==> images/gates.png <==
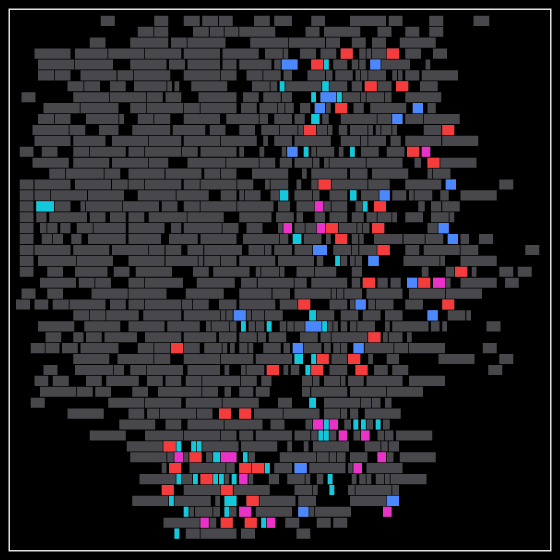
==> images/ff_map.png <==
The bar under the picture is 50 microns long. Other sequential cells in the stronger grey, the rest of the logic in the fainter grey.
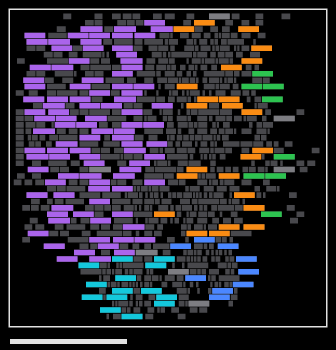
==> images/m2.png <==
The bar under the picture is 50 microns long.
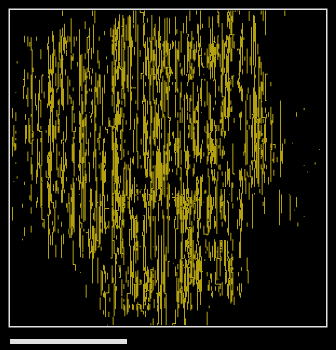
==> src/rtl/rgb_fade_sequencer.sv <==
// rgb_fade_sequencer
//   Steps a 24-bit {R,G,B} duty linearly toward each of four colour-table
//   entries in turn, holds each colour for HOLD_TICKS ticks, then moves to
//   the next entry (3 wraps to 0). It also generates the 8-bit PWM carrier
//   and drives active-high per-channel LED outputs.
//
// Parameters
//   TICK_DIV   clocks per fade/hold tick (>= 2)
//   HOLD_TICKS ticks each colour is held once reached (>= 1)
//
// Ports
//   iclk       system clock
//   irst_n     asynchronous active-low reset
//   ienable    run sequencer; low freezes duty and returns to IDLE
//   iwr        colour-table write strobe (one clock per write)
//   iwvwaddr   table write address
//   iwvwdata   table write data {R,G,B}
//   owvduty    current duty {R,G,B}
//   owvrgbled  PWM outputs [0]=R [1]=G [2]=B
//   owvidx     index of the current target entry
//   owvstate   sequencer state: 0=IDLE 1=FADE 2=HOLD
module rgb_fade_sequencer #(
  parameter int TICK_DIV   = 12000,
  parameter int HOLD_TICKS = 500
) (
  input  logic        iclk,
  input  logic        irst_n,
  input  logic        ienable,
  input  logic        iwr,
  input  logic [1:0]  iwvwaddr,
  input  logic [23:0] iwvwdata,
  output logic [23:0] owvduty,
  output logic [2:0]  owvrgbled,
  output logic [1:0]  owvidx,
  output logic [1:0]  owvstate
);

  localparam int PW = $clog2(TICK_DIV);
  localparam int HW = $clog2(HOLD_TICKS + 1);
  localparam logic [PW-1:0] PRE_LAST  = PW'(TICK_DIV - 1);
  localparam logic [HW-1:0] HOLD_LAST = HW'(HOLD_TICKS - 1);

  typedef enum logic [1:0] {
    ST_IDLE = 2'd0,
    ST_FADE = 2'd1,
    ST_HOLD = 2'd2
  } state_e;

  state_e          state_q, state_d;
  logic [PW-1:0]   presc_q, presc_d;
  logic [HW-1:0]   hold_q, hold_d;
  logic [1:0]      idx_q, idx_d;
  logic [23:0]     duty_q, duty_d;
  logic [23:0]     table_q [4];
  logic [7:0]      carrier_q;
  logic [2:0]      led_q;

  logic            tick;
  logic [23:0]     tgt;

  // One unsigned step toward the target; saturates at the target so the
  // duty can never wrap.
  function automatic logic [7:0] step_toward(input logic [7:0] cur,
                                             input logic [7:0] goal);
    if (cur < goal)      return cur + 8'd1;
    else if (cur > goal) return cur - 8'd1;
    else                 return cur;
  endfunction

  // Target is read from the registered table, so a write landing on a tick
  // only takes effect on the following tick.
  assign tgt  = table_q[idx_q];
  assign tick = (presc_q == PRE_LAST);

  always_comb begin
    state_d = state_q;
    presc_d = presc_q;
    hold_d  = hold_q;
    idx_d   = idx_q;
    duty_d  = duty_q;
    if (!ienable) begin
      // Freeze duty and index; prescaler and hold count start fresh.
      state_d = ST_IDLE;
      presc_d = '0;
      hold_d  = '0;
    end else begin
      case (state_q)
        ST_IDLE: begin
          state_d = ST_FADE;
          presc_d = '0;
          hold_d  = '0;
        end
        ST_FADE: begin
          presc_d = tick ? '0 : presc_q + 1'b1;
          if (tick) begin
            if (duty_q == tgt) begin
              state_d = ST_HOLD;
              hold_d  = '0;
            end else begin
              duty_d = {step_toward(duty_q[23:16], tgt[23:16]),
                        step_toward(duty_q[15:8],  tgt[15:8]),
                        step_toward(duty_q[7:0],   tgt[7:0])};
            end
          end
        end
        ST_HOLD: begin
          presc_d = tick ? '0 : presc_q + 1'b1;
          if (tick) begin
            if (hold_q == HOLD_LAST) begin
              idx_d   = idx_q + 2'd1;
              state_d = ST_FADE;
              hold_d  = '0;
            end else begin
              hold_d = hold_q + 1'b1;
            end
          end
        end
        default: begin
          state_d = ST_IDLE;
          presc_d = '0;
          hold_d  = '0;
        end
      endcase
    end
  end

  always_ff @(posedge iclk or negedge irst_n) begin
    if (!irst_n) begin
      state_q <= ST_IDLE;
      presc_q <= '0;
      hold_q  <= '0;
      idx_q   <= '0;
      duty_q  <= '0;
    end else begin
      state_q <= state_d;
      presc_q <= presc_d;
      hold_q  <= hold_d;
      idx_q   <= idx_d;
      duty_q  <= duty_d;
    end
  end

  always_ff @(posedge iclk or negedge irst_n) begin
    if (!irst_n) begin
      table_q[0] <= 24'hFF0000;
      table_q[1] <= 24'h00FF00;
      table_q[2] <= 24'h0000FF;
      table_q[3] <= 24'h000000;
    end else if (iwr) begin
      table_q[iwvwaddr] <= iwvwdata;
    end
  end

  // Free-running carrier; a channel is high while carrier < duty, so duty 00
  // is always low and duty FF is high 255 of 256 clocks.
  always_ff @(posedge iclk or negedge irst_n) begin
    if (!irst_n) begin
      carrier_q <= '0;
      led_q     <= '0;
    end else begin
      carrier_q <= carrier_q + 8'd1;
      led_q     <= {carrier_q < duty_q[7:0],
                    carrier_q < duty_q[15:8],
                    carrier_q < duty_q[23:16]};
    end
  end

  assign owvduty   = duty_q;
  assign owvrgbled = led_q;
  assign owvidx    = idx_q;
  assign owvstate  = state_q;

endmodule

==> config.mk <==
export PLATFORM = sky130hd
export DESIGN_NAME = rgb_fade_sequencer
export DESIGN_NICKNAME = d
export VERILOG_FILES = /design/src/rtl/rgb_fade_sequencer.sv
export SDC_FILE = /design/constraint.sdc
export NUM_CORES = 1
export LEC_CHECK = 0
export ABC_AREA = 0
export ABC_CLOCK_PERIOD_IN_PS = 4500
export CORE_UTILIZATION = 50
export CTS_CLUSTER_DIAMETER = 100
export DETAILED_ROUTE_END_ITERATION = 10
export PLACE_DENSITY = 0.83
export SYNTH_ARGS = -nofsm -noshare
export SYNTH_HDL_FRONTEND = slang
export SYNTH_SLANG_ARGS = --single-unit
==> constraint.sdc <==
create_clock -name iclk -period 4.5 [get_ports iclk]
set_input_delay 0.45 -clock iclk [delete_from_list [all_inputs] [get_ports iclk]]
set_output_delay 0.45 -clock iclk [all_outputs]
set_load 0.1 [all_outputs]
==> notes.md <==
fresh numbers from the pnr run: DR iter-0 viols=311, number of distinct library cells after synthesis=56, final setup skew=0.0126 ns, Die X=135 microns, Post-Synthesis Cells=719, area fraction in xor and xnor cells=0.0408, Worst Hold Slack=0.101 ns, Worst Path Arrival=4.46 ns, PwrDens=398 mW/mm^2, fraction of final layout cells sized beyond drive strength 1=0.258, initial antenna violation count=0, DRT met1 WL=8340 microns, buffering overhead=0.0688, ys flops=158, aoi/oai-family share of the synthesized area=0.0704, Placed Instances=998, Non-CTS buffers=71, Overall Global Routing Usage=0.220, switching power total=1.21 mW, diodes inserted=0, first-pass GRT wire length=30,900 microns, Worst Setup SP=owvidx[0]$_DFFE_PN0P_, Post-Syn Area=0.00879 sq mm, post-route ant nets=0, CTS clk-pin slew, worst paths=0.07 ns, HP Class=in2async, flip-flops=158, most instantiated logic cell after routing=dfrtp_1, Top delay family on crit path=AND-OR/OR-AND gates, biggest area cells=dfrtp_1 (38%), mux2_2 (13%), ha_1 (11%), Clk Latency, worst-skew pair=0.44 ns, logic area=0.00453 sq mm, Layout Area Growth over Synthesis=17.3%, async set or reset register ratio after synthesis=1.00, status=completed, worst-case reg-to-reg path depth=15, CTS buffer count=17, met3 WL=620 microns, Crit. path cell count=15, CTS tree=built, number of gates resized after CTS=0, inverters=56, Critical Path End Type=register, die area=0.0181 sq mm, commonest cells after routing, fill and taps aside=dfrtp_1 (132), mux2_2 (102), ha_1 (78), Synth area leader=dfrtp_1, Seq. cell area=0.00399 sq mm, transition time of the tightest slew-check pin=1.02 ns, Worst R2R End=owvduty[23]$_DFFE_PN0P_, vias in the first global route=6,140, clock buf count=21, post-layout period usage=0.912, Adder Area Share=0.118, Max stage delay on crit path=0.52 ns, most numerous cell in the Yosys netlist=dfrtp_1, Leading cell kind=combinational gates, Dominant flop cell=dfrtp_1, number of remaining DRC errors=0, Finished Layout Cells=1,030, Comb power=0.928 mW, root buffer cell=clkbuf_16
Back to the opening pictures, gates.png:
[non-inverting ao/oa cells] blue | cells: 23
[nor cells] cyan | cells: 47
[and/or cells] magenta | cells: 18
[xor and xnor cells] red | cells: 41

Back to the opening pictures, ff_map.png:
[`owvduty`] orange | placed flops: 24
[`carrier_q`] green | placed flops: 8
[`presc_q`] cyan | placed flops: 14
[`table_q`] purple | placed flops: 96
[`hold_q`] blue | placed flops: 9

Back to the opening pictures, m2.png:
nets with wire on the layer: 790
share of all routed wire: 48%
longest straight run: 55.4 microns
wire length on this layer: 8,830 microns
main direction: vertical
routed vias: 5,818
final wirelength: 18,200 microns

Power and IR drop assume default switching activity.
